**Run 1: congestion heat map**

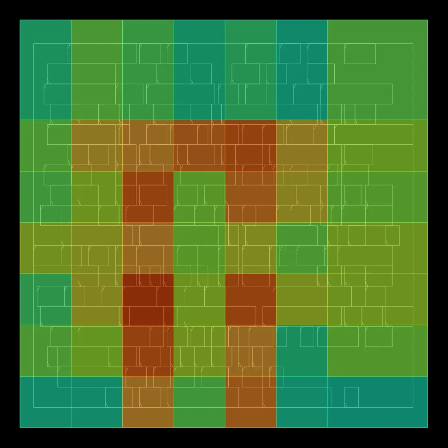
**Run 1: floorplan with the power grid**

The bar under the picture is 20 um long. Pins as bars on the die edge. Tap cells in gray.
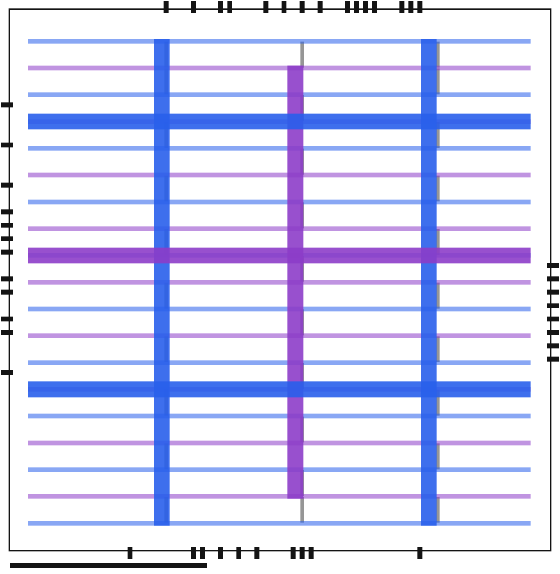
**Run 1: clock wires, drivers and flops**

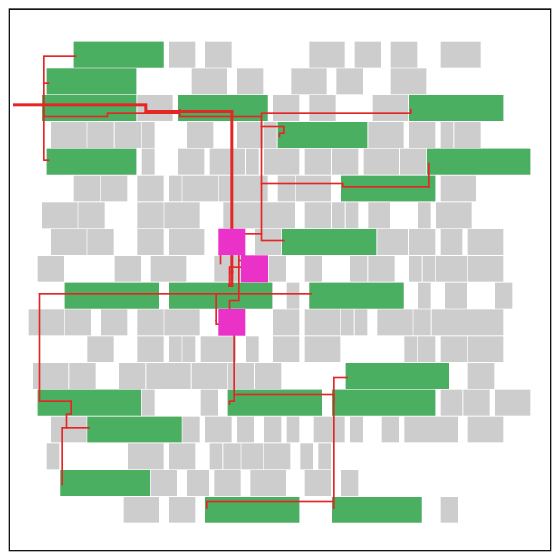
$ cat src/rtl/circ_shift_reg_param.sv
// Parametrised circular/logical shift register with parallel load.
// Counts shifts modulo WIDTH and pulses wrap at each completed period.
module circ_shift_reg_param #(
    parameter int WIDTH = 16,
    parameter logic [WIDTH-1:0] RESET_VALUE = {WIDTH{1'b0}}
) (
    input  logic                     clock,
    input  logic                     reset_n,
    input  logic                     load,
    input  logic [WIDTH-1:0]         load_in,
    input  logic                     shift_en,
    input  logic                     dir,
    input  logic                     mode,
    input  logic                     serial_in,
    output logic [WIDTH-1:0]         q,
    output logic                     shift_out,
    output logic [$clog2(WIDTH)-1:0] count,
    output logic                     wrap
);

    localparam int CW = $clog2(WIDTH);
    localparam logic [CW-1:0] LAST = CW'(WIDTH - 1);

    if (WIDTH < 2 || WIDTH > 64) begin : g_width_check
        $error("circ_shift_reg_param: WIDTH must be 2..64");
    end

    logic [WIDTH-1:0] q_next;
    logic             fill_right;
    logic             fill_left;
    logic             at_last;

    // Logical mode fills from serial_in; rotate mode recirculates the exiting bit.
    always_comb begin
        fill_right = mode ? serial_in : q[0];
        fill_left  = mode ? serial_in : q[WIDTH-1];
        if (dir) begin
            q_next = {q[WIDTH-2:0], fill_left};
        end else begin
            q_next = {fill_right, q[WIDTH-1:1]};
        end
    end

    assign at_last = (count == LAST);

    always_ff @(posedge clock or negedge reset_n) begin
        if (!reset_n) begin
            q     <= RESET_VALUE;
            count <= '0;
            wrap  <= 1'b0;
        end else if (load) begin
            q     <= load_in;
            count <= '0;
            wrap  <= 1'b0;
        end else if (shift_en) begin
            q     <= q_next;
            count <= at_last ? '0 : count + CW'(1);
            wrap  <= at_last;
        end else begin
            wrap  <= 1'b0;
        end
    end

    assign shift_out = dir ? q[WIDTH-1] : q[0];

endmodule

$ cat config.mk
export PLATFORM = sky130hd
export DESIGN_NAME = circ_shift_reg_param
export DESIGN_NICKNAME = d
export VERILOG_FILES = /design/src/rtl/circ_shift_reg_param.sv
export SDC_FILE = /design/constraint.sdc
export NUM_CORES = 1
export LEC_CHECK = 0
export CORE_MARGIN = 1.5
export CORE_UTILIZATION = 45
export CTS_BUF_LIST = sky130_fd_sc_hd__clkbuf_4 sky130_fd_sc_hd__clkbuf_8
export CTS_CLUSTER_SIZE = 8
export DETAILED_ROUTE_END_ITERATION = 8
export GPL_TIMING_DRIVEN = 0
export HOLD_SLACK_MARGIN = 0.08
export PLACE_DENSITY = 0.83
export SYNTH_ARGS = -nofsm -noshare
export SYNTH_HDL_FRONTEND = slang
export SYNTH_SLANG_ARGS = --single-unit
export TNS_END_PERCENT = 50
$ cat constraint.sdc
create_clock -name clock -period 1.4 [get_ports clock]
set_clock_uncertainty 0.1 [all_clocks]
set_input_delay 0.14 -clock clock [delete_from_list [all_inputs] [get_ports clock]]
set_output_delay 0.14 -clock clock [all_outputs]
set_load 0.1 [all_outputs]
==> impl_metrics.yaml, run 1 <==
# yosys + openroad results
outcome:
  status: "finished with violations"
  violations: "setup timing"
final_layout:
  fin_area_um2: 1713
  largest_reg_flops: 16
  n_antenna_cell: 0
  syn_to_final_growth_pct: 41.57
  sh_comb_area: 0.3557
  nNetsFinal: 196
drt:
  met3_length_um: 137
  wl_mm: 3.097
logic_synthesis:
  netlist_area_um2: 1210
  synth_area_per_cell_um2: 9.917
  ys_area_um2: 1210
  synth_cell_types: 28
place:
  postPlaceCellArea_um2: 1708
  placed_cells: 195
grt:
  antenna_found_initial: 0
  grt_pass1_wl_mm: 4.850
clocking:
  clkTransAtPathRegs_ps: 120
  cts_buffers: 3
  clock_latency_ps: 290
critical_path:
  crit_arrival_ps: 1270
  critical_path.top_delay_family: "flip-flops"
  cp_num_cells: 2
floorplanning:
  fp.dieW_um: 54.85
  die_h_um: 54.85
  dieArea_um2: 3009
timing:
  slew_headroom: 0.3555
  finalSetupTns_ps: -123.1
  setup_viol: 2
  grt_setup_unrepaired: "yes"
  setup_ws_ps: -111.3
  worst_slew_pin_slew_ps: 963.8
power_and_ir_drop:
  switching_share: 0.4428
  intPower_w: 0.001049
worst_hold_path:
  hold_path_class: "input port to async pin"
-- 'congestion heat map' (at the start) --
met3 usage: 0.02459
routed len/inst: 15.41 um
GRT met2 Usage: 0.3968
Finished Core Util: 0.6852
gr busiest metal: met2

-- 'floorplan with the power grid' (at the start) --
legend:
  VSS:
    color: blue
  VDD:
    color: purple
rows: 18
met1 rails: 19
signal pins: 45

-- 'clock wires, drivers and flops' (at the start) --
legend:
  flip-flops:
    color: green
    count: 21
  clock drivers:
    color: magenta
    count: 3
  clock wires:
    color: red
    length: 262 um
routed clock nets: 4

--- run 2 (diff from run 1) ---
Settings changed: RECOVER_POWER from default to 50.
**Run 2: floorplan with the power grid**

The bar under the picture is 20 um long. Pins as bars on the die edge. Tap cells in gray.
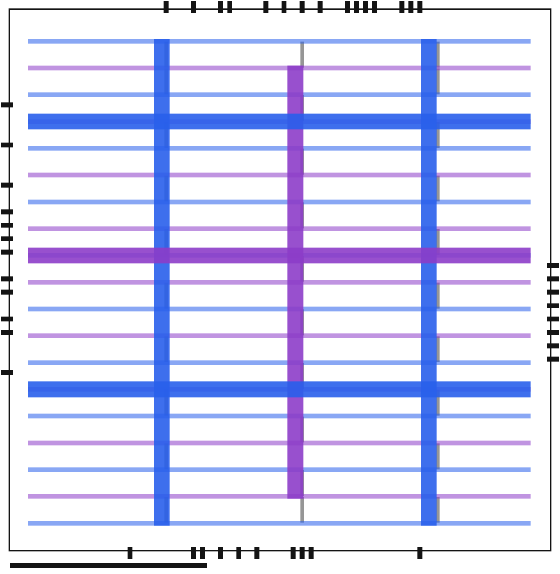
legend:
  VSS:
    color: blue
  VDD:
    color: purple
met5 straps: 3
tap cells: 30
signal pins: 45
rows: 18
met4 straps: 3

==> run 2 against run 1 <==
The run still ends with setup timing left. Via count up 0.63%. Final area down 0.15%. Total power down 0.15%. Sequential share of layout area about the same. Critical path depth unchanged. Setup slack better by 0.95 ps. Critical endpoint unchanged.
==> impl_metrics.yaml, run 2 <==
# yosys + openroad results
outcome:
  status: "finished with violations"
  violations: "setup timing"
drt:
  drt_iter0_drc: 19
  highest_layer: "met4"
  wl_mm: 3.098
  routedWlPerCell_um: 15.41
  met3_length_um: 141
floorplanning:
  fp.dieW_um: 54.85
  nWellTaps: 30
  dieArea_um2: 3009
  die_h_um: 54.85
logic_synthesis:
  netlist_area_um2: 1210
  ys_area_um2: 1210
  synth_cell_types: 28
  muxShareOfSynthArea: 0.1334
grt:
  grt_pass1_wl_mm: 4.850
  grt.met3_usage: 0.02459
  antenna_found_initial: 0
  busiest_layer: "met2"
  use_met2: 0.3968
place:
  postPlaceCellArea_um2: 1708
  placed_cells: 195
timing:
  fin_crit_sh: 1.079
  worst_slew_pin_slew_ps: 974.9
  setup_viol: 2
  slew_headroom: 0.3479
  grt_setup_unrepaired: "yes"
  setup_ws_ps: -110.3
  finalSetupTns_ps: -121.3
final_layout:
  final_util: 0.6842
  sh_comb_area: 0.3563
  seqCellArea_um2: 555.5
  nNetsFinal: 196
  syn_to_final_growth_pct: 41.37
  n_antenna_cell: 0
  largest_reg_flops: 16
  fin_area_um2: 1710
power_and_ir_drop:
  intPower_w: 0.001047
  switching_share: 0.4433
critical_path:
  cpPeakStageDelay_ps: 510
  critical_path.top_delay_family: "flip-flops"
  crit_arrival_ps: 1270
  path_cells: "mux2_4 -> buf_12"
clocking:
  clock_latency_ps: 290
  clkTransAtPathRegs_ps: 120
  cts_buffers: 3
Power and IR drop assume default switching activity.
